### Sequential cells colored by netlist name

Other sequential cells in the stronger gray, the rest of the logic in the fainter gray.
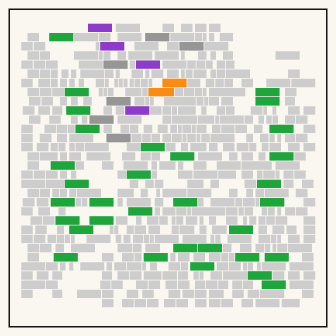
### Placement by cell class

Scale bar: 20 µm.
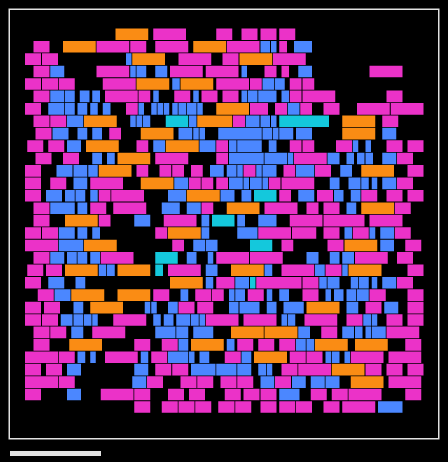
### PDN straps and rails

Pins as bars on the die edge. Tap cells in gray.
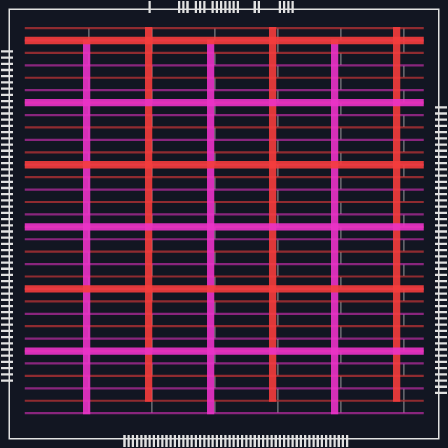
### Routing congestion

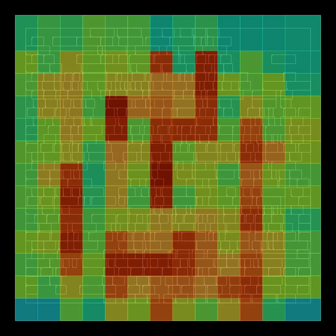
### Clock network drawn from the DEF

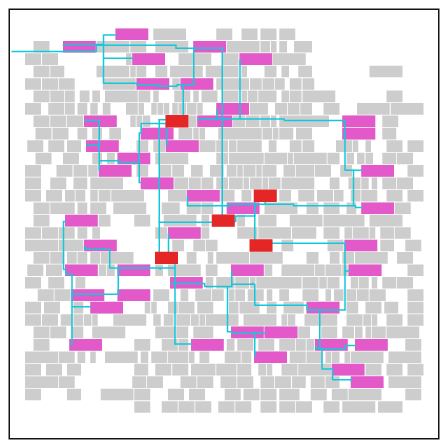
--- config.mk ---
export PLATFORM = sky130hd
export DESIGN_NAME = argo_chan_arb
export DESIGN_NICKNAME = d
export VERILOG_FILES = /design/src/rtl/argo_chan_arb.sv
export SDC_FILE = /design/constraint.sdc
export NUM_CORES = 1
export LEC_CHECK = 0
export CAP_MARGIN = 20
export CORE_MARGIN = 3
export CORE_UTILIZATION = 32
export CTS_BUF_LIST = sky130_fd_sc_hd__clkbuf_8
export DETAILED_ROUTE_END_ITERATION = 10
export PLACE_DENSITY = 0.78
export SYNTH_ARGS = -nofsm -noshare
export SYNTH_HDL_FRONTEND = slang
export SYNTH_SLANG_ARGS = --single-unit
--- constraint.sdc ---
create_clock -name clk -period 1.7 [get_ports clk]
set_input_delay 0.34 -clock clk [delete_from_list [all_inputs] [get_ports clk]]
set_output_delay 0.34 -clock clk [all_outputs]
set_load 0.1 [all_outputs]
--- src/rtl/argo_chan_arb.sv ---
// Round-robin arbiter sharing one channel FIFO write port among NUM_REQ writers.
// Each grant is a fixed three-cycle transaction: IDLE (arbitrate) -> WRITE -> ACK.
module argo_chan_arb #(
  parameter int unsigned NUM_REQ    = 4,
  parameter int unsigned DATA_WIDTH = 32,
  parameter int unsigned IDX_WIDTH  = 2,
  parameter int unsigned ARB_ID     = 0
) (
  input  logic                          clk,
  input  logic                          rst,
  input  logic [NUM_REQ-1:0]            req,
  input  logic [NUM_REQ*DATA_WIDTH-1:0] req_data,
  output logic [NUM_REQ-1:0]            ack,
  input  logic                          fifo_full,
  output logic                          fifo_wr_en,
  output logic [DATA_WIDTH-1:0]         fifo_wr_data,
  output logic [IDX_WIDTH-1:0]          grant_idx,
  output logic                          busy
);

  typedef enum logic [1:0] {
    IDLE  = 2'd0,
    WRITE = 2'd1,
    ACK   = 2'd2
  } state_t;

  state_t                 state, state_n;
  logic [IDX_WIDTH-1:0]   last_idx, last_idx_n;
  logic [IDX_WIDTH-1:0]   grant_idx_n;
  logic [DATA_WIDTH-1:0]  wr_data_n;
  logic [NUM_REQ-1:0]     ack_n;
  logic                   wr_en_n;
  logic                   busy_n;

  logic                   hi_found, lo_found;
  logic [IDX_WIDTH-1:0]   hi_idx, lo_idx;
  logic                   win_valid;
  logic [IDX_WIDTH-1:0]   win_idx;
  logic [DATA_WIDTH-1:0]  win_data;

  // Debug identifier only; kept visible without affecting logic.
  logic unused_arb_id;
  assign unused_arb_id = ^ARB_ID;

  // Round-robin pick: lowest requester above last_idx, else lowest overall (wrap).
  always_comb begin
    hi_found = 1'b0;
    hi_idx   = '0;
    lo_found = 1'b0;
    lo_idx   = '0;
    for (int i = NUM_REQ - 1; i >= 0; i--) begin
      if (req[i]) begin
        lo_found = 1'b1;
        lo_idx   = IDX_WIDTH'(i);
        if (IDX_WIDTH'(i) > last_idx) begin
          hi_found = 1'b1;
          hi_idx   = IDX_WIDTH'(i);
        end
      end
    end
    win_valid = lo_found;
    win_idx   = hi_found ? hi_idx : lo_idx;
  end

  // Winner data select; only indices below NUM_REQ can ever match.
  always_comb begin
    win_data = '0;
    for (int i = 0; i < NUM_REQ; i++) begin
      if (IDX_WIDTH'(i) == win_idx) begin
        win_data = req_data[i*DATA_WIDTH +: DATA_WIDTH];
      end
    end
  end

  // Next-state and next-output logic; outputs are registered from these.
  always_comb begin
    state_n     = state;
    last_idx_n  = last_idx;
    grant_idx_n = grant_idx;
    wr_data_n   = fifo_wr_data;
    wr_en_n     = 1'b0;
    ack_n       = '0;
    busy_n      = 1'b0;

    unique case (state)
      IDLE: begin
        if (win_valid && !fifo_full) begin
          state_n     = WRITE;
          grant_idx_n = win_idx;
          wr_data_n   = win_data;
          wr_en_n     = 1'b1;
        end
      end
      WRITE: begin
        state_n = ACK;
        for (int i = 0; i < NUM_REQ; i++) begin
          ack_n[i] = (IDX_WIDTH'(i) == grant_idx);
        end
      end
      ACK: begin
        state_n    = IDLE;
        last_idx_n = grant_idx;
      end
      default: begin
        state_n = IDLE;
      end
    endcase

    busy_n = (state_n != IDLE);
  end

  // State and output registers; reset aborts any transaction in flight.
  always_ff @(posedge clk) begin
    if (rst) begin
      state        <= IDLE;
      last_idx     <= IDX_WIDTH'(NUM_REQ - 1);
      grant_idx    <= '0;
      fifo_wr_data <= '0;
      fifo_wr_en   <= 1'b0;
      ack          <= '0;
      busy         <= 1'b0;
    end else begin
      state        <= state_n;
      last_idx     <= last_idx_n;
      grant_idx    <= grant_idx_n;
      fifo_wr_data <= wr_data_n;
      fifo_wr_en   <= wr_en_n;
      ack          <= ack_n;
      busy         <= busy_n;
    end
  end

endmodule

==> metrics.log <==
[flow] collecting metrics
INFO  metric run_status = finished clean
INFO  metric setup_viol = 0
INFO  metric drt_pass1_iterations = 4
INFO  metric netlist-cell-type-count = 45
INFO  metric instances_no_fill = 598
INFO  metric p_per_area = 776 nW/µm²
INFO  metric comb_area_share = 0.285
INFO  metric place_hpwl = 8280 µm
INFO  metric post-route-drc-count = 0
INFO  metric period_minus_slack = 1670 ps
INFO  metric combinational_logic_power = 2.11 mW
INFO  metric first_pass_grt_wire_length = 16200 µm
INFO  metric worst_slew_pin_slew = 299 ps
INFO  metric timing_worst_setup_path_type = reg -> reg
INFO  metric global_route_usage_sum = 0.235
INFO  metric net_count_of_the_mapped_netlist = 426
INFO  metric relSlewSlack = 0.801
INFO  metric route.detailed.vias_per_inst = 5.38
INFO  metric power_report.internal_total = 2.54 mW
INFO  metric min_path_type = reg -> reg
INFO  metric detailroute.via_count = 3219
INFO  metric power.share.combinational = 0.507
INFO  metric synth_top_cell_by_area = sky130_fd_sc_hd__dfxtp_1
INFO  metric dp_cells = 579
INFO  metric cts.repair_timing.setup_buffer_count = 6
INFO  metric required = 1900 ps
INFO  metric final_nets = 633
INFO  metric signal_buffers = 224
INFO  metric drtAntennaViolNets = 0
INFO  metric grt_setup_unrepaired = yes
INFO  metric largest_register_ff_count = 32
INFO  metric yosysCellCount = 291
INFO  metric cp_data_arrival_time = 1870 ps
INFO  metric edf_count = 0
INFO  metric largestRegisters = fifo_wr_data: 32 flops, ack: 4 flops
INFO  metric maxSlewViolCount = 0
INFO  metric critical-path-max-stage-delay = 360 ps
INFO  metric post_synth_instance_area = 2460 µm²
INFO  metric topCellsByArea = sky130_fd_sc_hd__dfxtp_1 36%, sky130_fd_sc_hd__o221ai_1 7.8%, sky130_fd_sc_hd__a211oi_1 6.7%
INFO  metric antenna-diode-count = 0
INFO  metric multiInputGateArea = 1520 µm²
INFO  metric route.final.wire_length = 10700 µm
INFO  metric ys_chip_area = 2460 µm²
INFO  metric starting_utilization_of_the_core_area = 0.334
INFO  metric biggestCellCategory = non-clock buffers
INFO  metric synthToLayoutAreaGrowth = 117%
INFO  metric ctsHtreeMaxLevel = 2
Notes on 'Sequential cells colored by netlist name' above:
legend:
  `fifo_wr_data`:
    color: green
    flops: 32
  `ack`:
    color: purple
    flops: 4
  `last_idx`:
    color: orange
    flops: 2
not colored: 6
fraction of area in registers: 0.165
Flop area: 882 µm²
flip-flop and latch power: 1.24 mW

Notes on 'Placement by cell class' above:
legend:
  remaining logic cells:
    color: blue
    cells: 223
    share_of_their_area: 30%
  clock drivers and dummy loads:
    color: cyan
    cells: 8
    share_of_their_area: 2.1%
  remaining buffers and delay cells:
    color: magenta
    cells: 224
    share_of_their_area: 51%
  registers:
    color: orange
    cells: 44
    share_of_their_area: 17%

Notes on 'PDN straps and rails' above:
legend:
  VSS:
    color: magenta
  VDD:
    color: red
tap cells: 99
signal pins: 175
met1 rails: 32
met4 straps: 6
rows: 31
Std-Cell Core Area: 7370 µm²
DIE WIDTH: 93.7 µm
Die Ht: 93.7 µm

Notes on 'Routing congestion' above:
met3 track utilization from global routing: 0.0625
global-route met1 utilization: 0.253
utilization of the core after routing: 0.726
detail-routed net length per standard cell: 18.0 µm

Notes on 'Clock network drawn from the DEF' above:
legend:
  flip-flops:
    color: magenta
    count: 44
  clock-net drivers:
    color: red
    count: 5
  clock wires:
    color: cyan
    length: 630 µm
flops lie: spread over the die
routed clock nets: 6
clock share of power: 0.194
worst setup skew after layout: 6.75 ps
clock insertion delay at the later pin of the skew report: 300 ps
Power Clock: 0.807 mW

## worst reg2reg max path: cells and delay by family, from the launching register on
kind | cells | cell delay, ps
AND-OR/OR-AND | 3 | 570
AND/OR/NAND/NOR | 1 | 120
multiplexers | 1 | 310
flip-flops | 1 | 360
buffers and inverters | 1 | 210
## metrics by stage
stage	power, mW	utilization	hold slack, ps	setup TNS (ps)	area, µm²
2_1_floorplan	2.28	-	409	0	2460
3_3_place_gp	3.24	0.682	475	-15640	5030
3_5_place_dp	3.27	0.682	483	-17280	5030
4_1_cts	4.10	0.707	494	0	5210
5_1_grt	4.31	0.726	511	-332	5350
6_report	4.16	0.726	492	0	5350
## final timing paths
| kind | startpoint | cells after the start | end | slack, ps |
|---|---|---|---|---|
| setup / recovery | last_idx[1] | 6 | fifo_wr_data[12] | 30 |
| hold / removal | fifo_wr_data[16] | 2 | fifo_wr_data[16] | 490 |
| setup reg to reg | last_idx[1] | 6 | fifo_wr_data[12] | 30 |
| hold reg to reg | fifo_wr_data[16] | 2 | fifo_wr_data[16] | 490 |
## cell usage in the layout (no fill, tap or decap), drive strengths merged, types with 11 or more instances in the layout
| cell type | netlist | final |
|---|---|---|
| and3 | 22 | 22 |
| o21ai | 33 | 33 |
| a211oi | 22 | 22 |
| clkdlybuf4s50 | 0 | 130 |
| mux2i | 11 | 11 |
| nand2 | 35 | 35 |
| buf | 15 | 89 |
| dfxtp | 44 | 44 |
| o221ai | 22 | 22 |
## cell families after synthesis
family	synth area share
flip-flops	0.358
AND-OR/OR-AND	0.332
buffers and inverters	0.0620
AND/OR/NAND/NOR	0.199
multiplexers	0.0493
## per-layer routing
metal	vias up	part of all wire	GRT usage
met5	-	0	0
met4	0	0.038	0.101
li1	1532	-	-
met2	167	0.51	0.428
met3	35	0.082	0.0625
met1	1485	0.37	0.253
Power figures rest on the tool's default switching activity, not on a simulated workload.
